**src/rtl/seq_game_core.sv**
```systemverilog
// Memory-sequence game core: generates a random prompt sequence, shows it on
// one-hot lamps, then checks the player's channel entries against it.
module seq_game_core #(
  parameter int unsigned NUM_CH        = 4,
  parameter int unsigned MAX_LEN       = 16,
  parameter int unsigned TICK_DIV      = 50000000,
  parameter int unsigned TIMEOUT_TICKS = 10,
  parameter int unsigned START_LIVES   = 3,
  parameter int unsigned SCORE_W       = 8
) (
  input  logic               clk_i,
  input  logic               rst_ni,
  input  logic               go_i,
  input  logic [15:0]        seed_i,
  input  logic [NUM_CH-1:0]  ch_in_i,
  output logic [NUM_CH-1:0]  prompt_o,
  output logic               busy_o,
  output logic [6:0]         level_o,
  output logic [SCORE_W-1:0] score_o,
  output logic [3:0]         lives_o,
  output logic               hit_o,
  output logic               miss_o,
  output logic               game_over_o,
  output logic               won_o
);

  localparam int unsigned CH_W   = (NUM_CH > 1) ? $clog2(NUM_CH) : 1;
  localparam int unsigned IDX_W  = (MAX_LEN > 1) ? $clog2(MAX_LEN) : 1;
  localparam int unsigned CNT_W  = (TICK_DIV > 1) ? $clog2(TICK_DIV) : 1;
  localparam int unsigned TO_W   = (TIMEOUT_TICKS > 1) ? $clog2(TIMEOUT_TICKS) : 1;
  localparam int unsigned LVL_W  = 7;
  localparam logic [15:0] LFSR_INIT = 16'hACE1;

  typedef enum logic [2:0] {
    IDLE, GEN, SHOW_ON, SHOW_OFF, INPUT, JUDGE, LOST, WON
  } state_e;

  state_e             state_q, state_d;
  logic [15:0]        lfsr_q, lfsr_d;
  logic [LVL_W-1:0]   level_q, level_d;
  logic [LVL_W-1:0]   idx_q, idx_d;
  logic [SCORE_W-1:0] score_q, score_d;
  logic [3:0]         lives_q, lives_d;
  logic [CNT_W-1:0]   cnt_q, cnt_d;
  logic [TO_W-1:0]    to_q, to_d;
  logic               go_q;
  logic [NUM_CH-1:0]  ch_q;
  logic [CH_W-1:0]    seq_q [MAX_LEN];

  logic [NUM_CH-1:0]  prompt_q, prompt_d;
  logic               busy_q, busy_d;
  logic               hit_q, hit_d;
  logic               miss_q, miss_d;
  logic               over_q, over_d;
  logic               won_q, won_d;

  logic               go_rise;
  logic [NUM_CH-1:0]  ch_rise;
  logic               tick;
  logic [15:0]        lfsr_step;
  logic [NUM_CH-1:0]  exp_onehot;
  logic [LVL_W-1:0]   idx_inc;
  logic               hit_evt, miss_evt;
  logic               seq_we;
  logic [CH_W-1:0]    seq_wdata;
  logic [CH_W-1:0]    show_sym;

  assign go_rise    = go_i & ~go_q;
  assign ch_rise    = ch_in_i & ~ch_q;
  assign tick       = (cnt_q == CNT_W'(TICK_DIV - 1));
  assign lfsr_step  = {lfsr_q[14:0], lfsr_q[15] ^ lfsr_q[13] ^ lfsr_q[12] ^ lfsr_q[10]};
  assign exp_onehot = NUM_CH'(1) << seq_q[idx_q[IDX_W-1:0]];
  assign idx_inc    = idx_q + LVL_W'(1);
  assign seq_wdata  = lfsr_step[CH_W-1:0];

  // State register
  always_ff @(posedge clk_i or negedge rst_ni) begin
    if (!rst_ni) state_q <= IDLE;
    else         state_q <= state_d;
  end

  // Next-state and datapath update logic
  always_comb begin
    state_d  = state_q;
    lfsr_d   = lfsr_q;
    level_d  = level_q;
    idx_d    = idx_q;
    score_d  = score_q;
    lives_d  = lives_q;
    cnt_d    = tick ? '0 : cnt_q + CNT_W'(1);
    to_d     = to_q;
    hit_evt  = 1'b0;
    miss_evt = 1'b0;
    seq_we   = 1'b0;

    case (state_q)
      IDLE: begin
        if (go_rise) begin
          lfsr_d  = (seed_i == 16'h0000) ? LFSR_INIT : seed_i;
          level_d = '0;
          score_d = '0;
          lives_d = 4'(START_LIVES);
          state_d = GEN;
        end
      end
      GEN: begin
        lfsr_d  = lfsr_step;
        seq_we  = 1'b1;
        level_d = level_q + LVL_W'(1);
        idx_d   = '0;
        state_d = SHOW_ON;
      end
      SHOW_ON: begin
        if (tick) state_d = SHOW_OFF;
      end
      SHOW_OFF: begin
        if (tick) begin
          if (idx_inc < level_q) begin
            idx_d   = idx_inc;
            state_d = SHOW_ON;
          end else begin
            idx_d   = '0;
            state_d = INPUT;
          end
        end
      end
      INPUT: begin
        if (tick) to_d = to_q + TO_W'(1);
        if (|ch_rise) begin
          // Any entry restarts the inactivity window
          cnt_d = '0;
          to_d  = '0;
          if (ch_rise == exp_onehot) hit_evt  = 1'b1;
          else                       miss_evt = 1'b1;
        end else if (tick && (to_q == TO_W'(TIMEOUT_TICKS - 1))) begin
          miss_evt = 1'b1;
        end
        if (hit_evt) begin
          idx_d = idx_inc;
          if (idx_inc == level_q) begin
            score_d = (&score_q) ? score_q : score_q + SCORE_W'(1);
            state_d = JUDGE;
          end
        end
        if (miss_evt) begin
          lives_d = lives_q - 4'd1;
          idx_d   = '0;
          state_d = (lives_q == 4'd1) ? LOST : SHOW_ON;
        end
      end
      JUDGE: begin
        state_d = (level_q == LVL_W'(MAX_LEN)) ? WON : GEN;
      end
      LOST, WON: begin
        if (go_rise) state_d = IDLE;
      end
      default: state_d = IDLE;
    endcase

    // Tick and timeout counters restart whenever a timed state is entered
    if ((state_d != state_q) && (state_d inside {SHOW_ON, SHOW_OFF, INPUT})) begin
      cnt_d = '0;
      to_d  = '0;
    end
  end

  // Output decode from the next state so registered outputs align with the state
  always_comb begin
    prompt_d = '0;
    busy_d   = 1'b0;
    over_d   = 1'b0;
    won_d    = 1'b0;
    hit_d    = hit_evt;
    miss_d   = miss_evt;
    // Forward the element being written so the first lamp is not stale
    show_sym = (seq_we && (idx_d[IDX_W-1:0] == level_q[IDX_W-1:0])) ? seq_wdata
                                                                    : seq_q[idx_d[IDX_W-1:0]];
    case (state_d)
      SHOW_ON: begin
        prompt_d = NUM_CH'(1) << show_sym;
        busy_d   = 1'b1;
      end
      SHOW_OFF: busy_d = 1'b1;
      LOST:     over_d = 1'b1;
      WON: begin
        over_d = 1'b1;
        won_d  = 1'b1;
      end
      default: ;
    endcase
  end

  // Datapath and output registers
  always_ff @(posedge clk_i or negedge rst_ni) begin
    if (!rst_ni) begin
      lfsr_q   <= LFSR_INIT;
      level_q  <= '0;
      idx_q    <= '0;
      score_q  <= '0;
      lives_q  <= 4'(START_LIVES);
      cnt_q    <= '0;
      to_q     <= '0;
      go_q     <= 1'b1;
      ch_q     <= '0;
      prompt_q <= '0;
      busy_q   <= 1'b0;
      hit_q    <= 1'b0;
      miss_q   <= 1'b0;
      over_q   <= 1'b0;
      won_q    <= 1'b0;
    end else begin
      lfsr_q   <= lfsr_d;
      level_q  <= level_d;
      idx_q    <= idx_d;
      score_q  <= score_d;
      lives_q  <= lives_d;
      cnt_q    <= cnt_d;
      to_q     <= to_d;
      go_q     <= go_i;
      ch_q     <= ch_in_i;
      prompt_q <= prompt_d;
      busy_q   <= busy_d;
      hit_q    <= hit_d;
      miss_q   <= miss_d;
      over_q   <= over_d;
      won_q    <= won_d;
    end
  end

  // Sequence memory, contents need no reset
  always_ff @(posedge clk_i) begin
    if (seq_we) seq_q[level_q[IDX_W-1:0]] <= seq_wdata;
  end

  assign prompt_o    = prompt_q;
  assign busy_o      = busy_q;
  assign level_o     = level_q;
  assign score_o     = score_q;
  assign lives_o     = lives_q;
  assign hit_o       = hit_q;
  assign miss_o      = miss_q;
  assign game_over_o = over_q;
  assign won_o       = won_q;

endmodule
```
**config.mk**
```make
export PLATFORM = sky130hd
export DESIGN_NAME = seq_game_core
export DESIGN_NICKNAME = d
export VERILOG_FILES = /design/src/rtl/seq_game_core.sv
export SDC_FILE = /design/constraint.sdc
export NUM_CORES = 1
export LEC_CHECK = 0
export CORE_ASPECT_RATIO = 0.75
export CORE_MARGIN = 2
export CORE_UTILIZATION = 25
export CTS_CLUSTER_DIAMETER = 30
export DETAILED_ROUTE_END_ITERATION = 10
export GPL_ROUTABILITY_DRIVEN = 0
export GPL_TIMING_DRIVEN = 0
export PLACE_DENSITY = 0.44
export SYNTH_ARGS = -nofsm -noshare
export SYNTH_HDL_FRONTEND = slang
export SYNTH_SLANG_ARGS = --single-unit
export TNS_END_PERCENT = 100
```
**constraint.sdc**
```tcl
create_clock -name clk_i -period 5.05 [get_ports clk_i]
set_input_delay 0.505 -clock clk_i [delete_from_list [all_inputs] [get_ports clk_i]]
set_output_delay 0.505 -clock clk_i [all_outputs]
set_load 0.05 [all_outputs]
```
==> results.tsv <==
stage	metric	value	unit
drt	dr.first_iter.drc_count	329	
setup_path	crit_required	5.38	ns
pwr	powerDensity	323.4	nW/µm²
die	core_region_area	26040	µm²
global_route	met2_usage	16.94	%
drt	dr.pass1.iters	6	
setup_path	path_class	reg2reg	
yosys	ys_ff	121	
drt	dr.max_layer_used	met4	
clocking	clk_path_buf_depth	2	
run_status	status	finished clean	
placed_design	post-dp-hpwl	14.27	mm
yosys	synth_area_per_cell	9.929	µm²
die	floorplan.core_util	25.51	%
global_route	grt_pass1_vias	5028	
pwr	leakagePower	3.452	nW
yosys	edf_count	32	
die	die_h	145.2	µm
timing	period_minus_slack	4.684	ns
finish	nFillCells	2741	
finish	design_area	8252	µm²
finish	nets	783	
hold_path	hp-class	in2async	
setup_path	setup.worst_path.end_class	flop	
clocking	clk_pin_slew_worst_paths	0.06	ns
placed_design	dpl_cell_area	7610	µm²
drt	drt-met1-wl	11.03	mm
global_route	grt_max_degree	55	
finish	regArea	3202	µm²
timing	hold_slack	0.1404	ns
timing	rsz0062_at_grt	false	
drt	via_per_inst	4.830	
yosys	synthesis.area	6643	µm²
finish	combGateArea	3216	µm²
die	die_area	27900	µm²
yosys	top_cell_area_share	29.38	%
yosys	ys_seq_share	48.20	%
clocking	cts_resized	0	
finish	mostFrequentLayoutCells	dfrtp_1, nand2_1, nor2_1	
placed_design	port_buffers	50	
==> kinds of logic after synthesis <==
group | count (synthesis) | synth area share, %
compound gates | 114 | 12.30
xor+xnor | 42 | 5.538
fa+ha+maj | 18 | 3.391
buf+inv | 53 | 3.748
flops | 121 | 48.20
mux | 31 | 5.086
simple gates | 290 | 21.74
==> where the power goes <==
part / internal [mW] / leakage [nW] / switching [mW]
Sequential: 1.06 / 1.42 / 0.0509
Combinational: 0.108 / 1.75 / 0.169
Clock: 0.818 / 0.287 / 0.463
==> worst max path at each step <==
stage,from,end,cells after the start
finish,idx_q[0],prompt_o[2],16
global route,idx_q[0],prompt_o[0],19
CTS,idx_q[0],prompt_o[2],18
detailed placement,idx_q[0],prompt_o[2],18
global placement,rst_ni,lfsr_q[1],1
floorplan,idx_q[0],prompt_o[1],17
==> worst max-delay path, cell delays in order, from the launching register on <==
cell,delay (ns)
dfrtp_1,0.44
buf_4,0.20
buf_12,0.15
buf_2,0.27
and3_1,0.19
nand3_1,0.13
xnor2_1,0.19
ha_1,0.20
or4_1,0.49
o22a_1,0.29
or4_1,0.43
o311a_1,0.25
inv_1,0.32
a2111oi_1,0.11
nor4_2,0.45
a32oi_1,0.16
o32ai_1,0.30
==> state kept, by name (all words and copies together), names as in the netlist <==
name         count
prompt_o         4
cnt_q           26
lives_o          4
to_q             4
state_q          3
ch_q             4
miss_o           1
lfsr_q          16
seq_q           32
score_o          8
go_q             1
hit_o            1
game_over_o      1
won_o            1
level_o          7
idx_q            7
busy_o           1
==> area by class of cell <==
type                       count  share of cell area, %
multi-input combinational    495                  38.97
clock buffer                  18                  5.201
tap                          344                  5.216
clock inverter                14                  2.199
sequential                   121                  38.80
buffer                        31                  2.017
inverter                      22                  1.001
timing repair buffer          54                  6.596
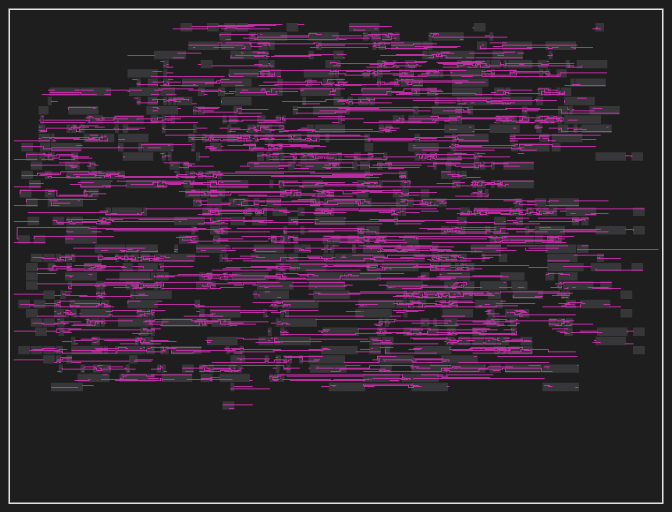
*Metal 1*
Cells faint in the background.
The longest straight run is 57.5 µm. 714 nets have wire on it.
GRT met1 Usage: 24.54%
via count of the routed design: 5308

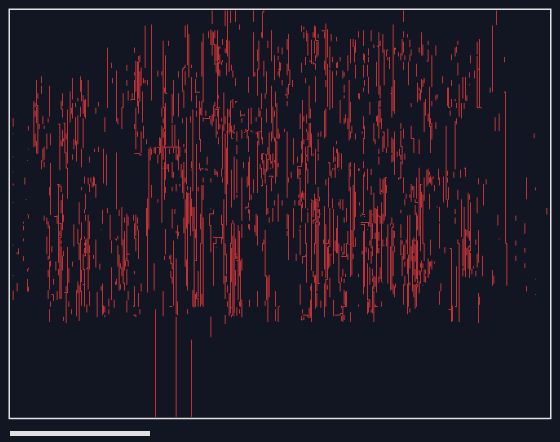
*Signal wires on met2*
The bar under the picture is 50 µm long.
The layer carries 6980 µm of wire. The wires run mostly vertical. The longest straight run is 53.8 µm.

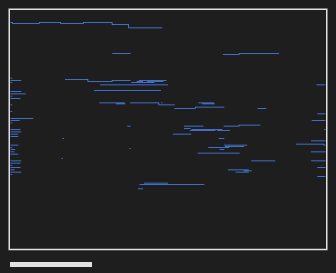
*Met3 routing*
The bar under the picture is 50 µm long.
The layer carries 852 µm of wire. The wires run mostly horizontal. The layer holds 4.5% of the routed length.
wirelength, routed: 19.08 mm
met3 global-route usage: 2.782%

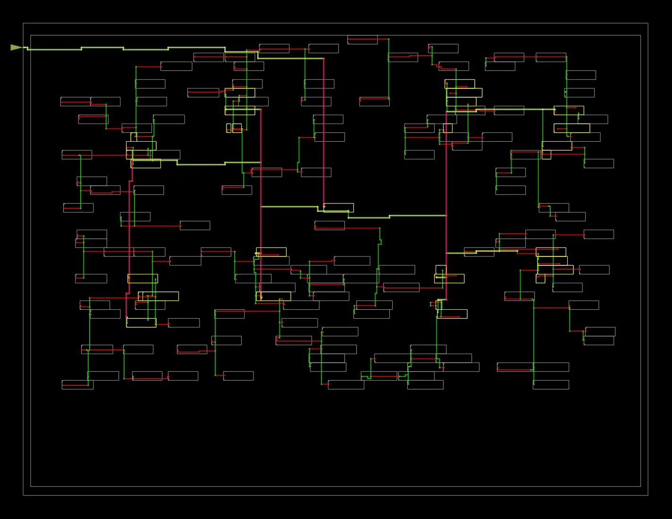
*The clock network*
total CTS buffers: 17
CTS sink cnt: 121
CLK BUF: 18
Layout Skew: 0.009889 ns

Power figures rest on the tool's default switching activity, not on a simulated workload.
